==> config.mk <==
export PLATFORM = sky130hd
export DESIGN_NAME = ppu_bg_shifter_flat
export DESIGN_NICKNAME = d
export VERILOG_FILES = /design/src/rtl/ppu_bg_shifter_if.sv /design/src/rtl/ppu_bg_shifter.sv /design/src/flat_wrapper.sv
export SDC_FILE = /design/constraint.sdc
export NUM_CORES = 1
export LEC_CHECK = 0
export CELL_PAD_IN_SITES_DETAIL_PLACEMENT = 0
export CELL_PAD_IN_SITES_GLOBAL_PLACEMENT = 1
export CORE_ASPECT_RATIO = 1.1
export CORE_UTILIZATION = 48
export CTS_BUF_LIST = sky130_fd_sc_hd__clkbuf_16
export CTS_CLUSTER_SIZE = 24
export DETAILED_ROUTE_END_ITERATION = 8
export PLACE_DENSITY_LB_ADDON = 0.1
export SYNTH_ARGS = -nofsm -noshare
export SYNTH_HDL_FRONTEND = slang
export SYNTH_SLANG_ARGS = --single-unit
==> constraint.sdc <==
create_clock -name clk -period 6.8 [get_ports clk]
set_clock_uncertainty 0.05 [all_clocks]
set_input_delay 1.36 -clock clk [delete_from_list [all_inputs] [get_ports clk]]
set_output_delay 1.36 -clock clk [all_outputs]
set_load 0.01 [all_outputs]
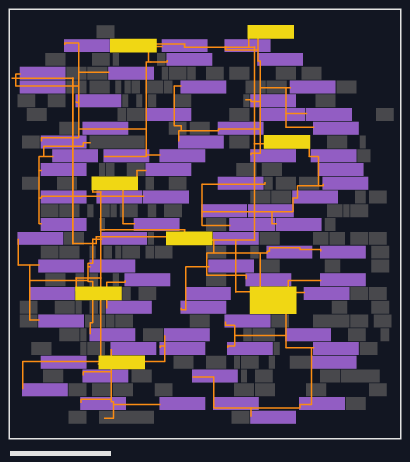
(run_1/clock_wires.png)
The bar under the picture is 20 um long.
Yellow is clock-net drivers, count 9. Orange is clock wires, length 858 um. Purple is flip-flops, count 75.
Position of the flops: all over the die. There are 10 routed clock nets.
Worst-Skew Late Latency: 0.33 ns
Clk pwr share: 38.6%
P_clk: 486 uW

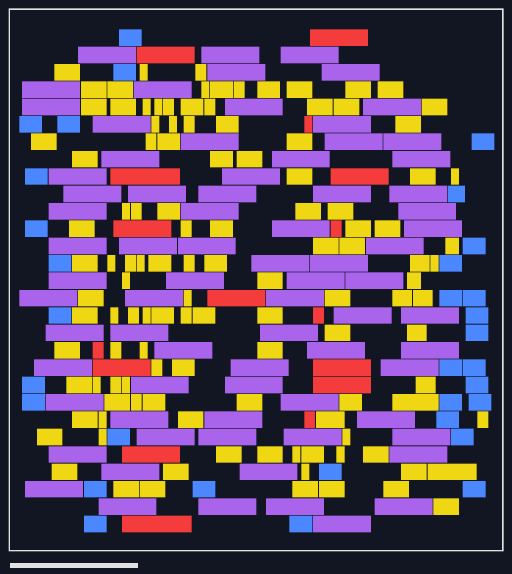
(run_1/class_map.png)
The bar under the picture is 20 um long.
Purple is registers, cells 75. Red is clock drivers and dummy loads, cells 16. Blue is remaining buffers and delay cells, cells 32. Yellow is remaining logic cells, cells 119.
Util after Layout: 61.8%
num rows: 29
cell area after layout: 3630 um^2
Core Region: 5880 um^2
sequential share of cell area: 51.7%

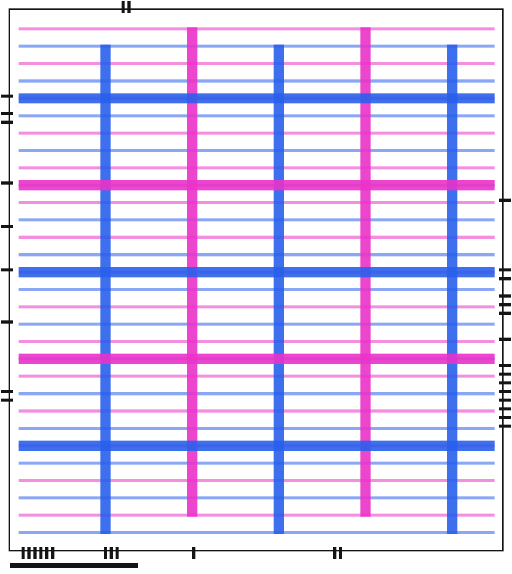
(run_1/floorplan.png)
The bar under the picture is 20 um long. Pins as bars on the die edge.
Blue is VSS. Magenta is VDD.
5 straps on met4. 30 met1 rails follow the rows. 5 straps on met5. The core has 29 rows.
Die Ht: 84.6 um
DIE WIDTH: 77.1 um

==> run summary, run 1 <==
Status: complete, no violations
Most Crowded Layer GR: met2
Crit path DRT: 7.01 ns
DR iter-0 viols: 108
Cts hold-fix bufs: 0
Ports: 38
Commonest cells post-synth: dfrtp_1, mux2_2, nand2_1, mux2i_1
Worst vdd ir: 0.169 mV
Highest Clock Rate: 0.325 GHz
Wire per inst: 14.4 um
Final setup TNS: 0 ns
Max reg flops: 32
Hold Crit Class: reg2reg
Initial antenna violation count: 0
Diodes inserted: 0
Worst reg-to-reg path cell count: 4
Routed Antenna Nets: 0
1st-pass router iterations: 4
Final Wtd Congestion: 0.674
Grt met2 use: 27.6%
Post-layout period usage: 45.3%
# clock sinks: 75
Mapped Cells: 205
DR vias: 1,643
Fillers: 485
Static leakage: 0.00166 uW
Asr flop ratio synth: 100%
Synth flops: 75
DP Wirelength: 2.86 mm
EDFF count, synth: 0
Critical path arrival: 3.28 ns
Starting density of the core: 50.6%
Tool warnings: 32
Kind of critical path: in2reg
Grt total ovfl: 0
# Cells Yosys: 205
Max FO, Critical Path: 49
Met1 Use GR: 19.0%
run 1: where the power goes:
group,internal [uW],switching [uW]
Combinational,107,58.1
Sequential,555,53.4
Clock,317,169
run 1: cell type report:
type	count	area (um^2)	area share (%)
Sequential cell	75	1880	51.7
Multi-Input combinational cell	115	1020	28.0
Timing Repair Buffer	32	318	8.75
Clock buffer	9	225	6.20
Tap cell	77	96.3	2.65
Clock inverter	7	83.8	2.31
Inverter	4	15.0	0.414
run 1: layout by cell type, fill, tap and decap left out:
cell and instances:
clkdlybuf4s50_1 31, o21ai_1 8, clkinv_2 4, ha_1 1, clkbuf_16 9, nand2_1 18
nor4_4 1, a211oi_4 1, or2_2 1, inv_2 1, mux2i_1 16, bufinv_16 2
o21ai_0 8, nand2_2 1, nor2_1 2, dfrtp_1 75, nor3_1 1, a22o_1 5
mux2_2 52, inv_1 4, buf_4 1
run 1: critical path, cell delays in order:
cell and delay (ns):
clkdlybuf4s50_1 0.49, nand2_2 0.64, a211oi_4 0.55, a22o_1 0.20
run 1: through the flow:
| step | power, uW | cell area, um^2 | util, % | setup WS (ns) | hold slack [ns] |
|---|---|---|---|---|---|
| 2_1_floorplan | 730 | 2970 | - | 3.48 | 0.396 |
| 3_3_place_gp | 767 | 3320 | 56.5 | 3.42 | 0.416 |
| 3_5_place_dp | 784 | 3320 | 56.5 | 3.37 | 0.418 |
| 4_1_cts | 1280 | 3630 | 61.8 | 3.71 | 0.432 |
| 5_1_grt | 1330 | 3630 | 61.8 | 3.55 | 0.454 |
| 6_report | 1260 | 3630 | 61.8 | 3.72 | 0.427 |
run 1: metal layers:
layer | up-vias | part of all wire [%]
met5 | - | 0
li1 | 778 | -
met3 | 11 | 4.5
met1 | 822 | 43
met2 | 32 | 50
met4 | 0 | 2.5
run 1: logic make-up after synthesis:
| group | synth area share (%) |
|---|---|
| muxes | 25.1 |
| AOI/OAI and AO/OA | 4.84 |
| buffers and inverters | 2.73 |
| and+or+nand+nor | 3.83 |
| DFF | 63.1 |
| adders and majority gates | 0.421 |
==> inputs of run 2 (changes only) <==
CORE_UTILIZATION = 45   (was 48)
clock period = 3 ns   (was 6.8 ns; I/O delays follow)
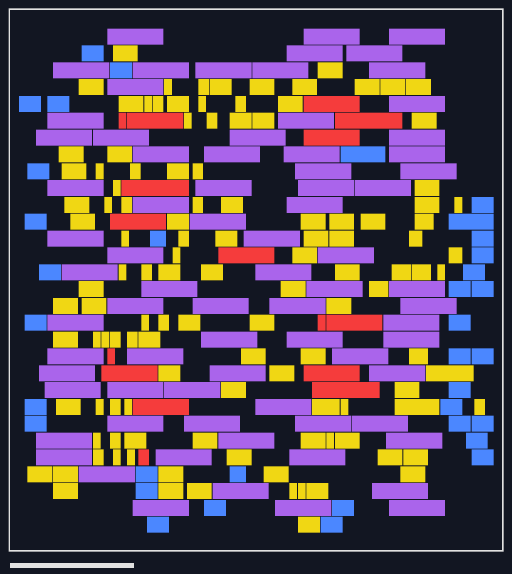
(run_2/class_map.png)
The bar under the picture is 20 um long.
Purple is registers, cells 75. Red is clock drivers and dummy loads, cells 16. Yellow is remaining logic cells, cells 119. Blue is remaining buffers and delay cells, cells 35.
sequential share of cell area: 50.7%
Core Region: 6270 um^2
cell area after layout: 3700 um^2
num rows: 30

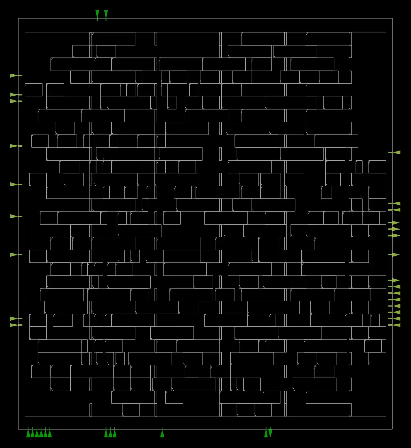
(run_2/placed.png)
final cell count without fillers: 325
tap cell count: 80
Util after Layout: 59.1%
number of sequential cells: 75
fillers: 492

==> run 2 against run 1 <==
Clock power grew 140%. Synthesized area is the same. Non-clock buffer count increased by 3. Critical path depth down 3. First-iteration DRC count up 15%. Worst setup slack worse by 2.6 ns. Total power grew 130%. Critical path type is now reg2out. Critical endpoint is now bus_bg_valid.
==> run summary, run 2 <==
Critical path buffers and inverters: 1 (unchanged)
1st-pass router iterations: 4 (unchanged)
CP cell instances: clkdlybuf4s50_1
Synth flops: 75 (unchanged)
Crit path DRT: 2.35 ns (-4.66 ns)
Top cell excl fill/tap: dfrtp_1
Status: complete, no violations
Post-layout period usage: 62.7%
Headroom to the max-slew limit: 54.6%
Wire per inst: 13.8 um (-3.9%)
Kind of critical path: reg2out
Ports: 38 (unchanged)
Critical path arrival: 1.23 ns (-2.05 ns)
Highest Clock Rate: 0.532 GHz
Routed Antenna Nets: 0 (unchanged)
Grt total ovfl: 0 (unchanged)
Asr flop ratio synth: 100% (unchanged)
DIE WIDTH: 79.5 um (+3.2%)
# clock sinks: 75 (unchanged)
Hold Crit Class: reg2reg
Cts hold-fix bufs: 0 (unchanged)
Synth mux share: 25.1% (unchanged)
Most numerous logic cells after layout: dfrtp_1, mux2_2, clkdlybuf4s50_1
Diodes inserted: 0 (unchanged)
Placed inst area: 3370 um^2 (+1.5%)
Initial antenna violation count: 0 (unchanged)
Static leakage: 0.00168 uW (+1.6%)
Synth Area in XOR/XNOR: 0% (unchanged)
Aoi share: 4.84% (unchanged)
Final Wtd Congestion: 0.639 (-5.2%)
Max FO, Critical Path: 3 (-94%)
Max reg flops: 32 (unchanged)
Final setup TNS: 0 ns (unchanged)
Gate Area: 1020 um^2 (unchanged)
DR iter-0 viols: 124 (+15%)
Worst reg-to-reg path cell count: 4 (unchanged)
DR vias: 1,643 (unchanged)
Worst setup slack after layout: 1.12 ns (-2.60 ns)
EDFF count, synth: 0 (unchanged)
Tool warnings: 32 (unchanged)
Slowest-stage cell, CP: clkdlybuf4s50_1
Top logic family: multiplexers
Mapped Cells: 205 (unchanged)
Worst-Skew Late Latency: 0.32 ns (about the same)
Simple Share, Synth: 3.83% (unchanged)
Reg area: 1880 um^2 (unchanged)
==> run 2: netlist changes by cell type in the layout (fill, tap and decap cells not counted) <==
cell and change:
clkinv_2 -3, buf_12 +2, inv_1 -1, bufinv_16 +1, buf_4 +1, clkinv_1 +3
==> run 2: report_power, final <==
group,internal [uW],switching [uW]
clock,801,375
sequential,1260,123
combinational,246,134
total,2310,632
==> run 2: metrics by stage <==
| stage | util, % | hold WS [ns] | power [uW] |
|---|---|---|---|
| after floorplan | - | 0.396 | 1650 |
| after global placement | 53.8 | 0.416 | 1750 |
| after detailed placement | 53.8 | 0.420 | 1790 |
| after CTS | 59.1 | 0.435 | 2980 |
| after global routing | 59.1 | 0.460 | 3090 |
| final | 59.1 | 0.430 | 2940 |
==> run 2: cell type report <==
| class | count | area share [%] |
|---|---|---|
| sequential | 75 | 50.7 |
| multi-input combinational | 115 | 27.4 |
| timing repair buffer | 35 | 9.86 |
| clock buffer | 9 | 6.08 |
| clock inverter | 7 | 2.87 |
| tap | 80 | 2.70 |
| inverter | 4 | 0.405 |
==> run 2: kinds of logic after synthesis <==
group | Yosys count
DFF | 75
muxes | 68
and+or+nand+nor | 24
AOI/OAI and AO/OA | 22
buffers and inverters | 15
adders and majority gates | 1
==> run 2: per-layer routing <==
layer  global-route usage, %  routed length, um
met1                    16.7               1920
met2                    27.1               2300
met3                    3.14                166
met4                    7.93                110
met5                       0                  0
Power and IR drop assume default switching activity.
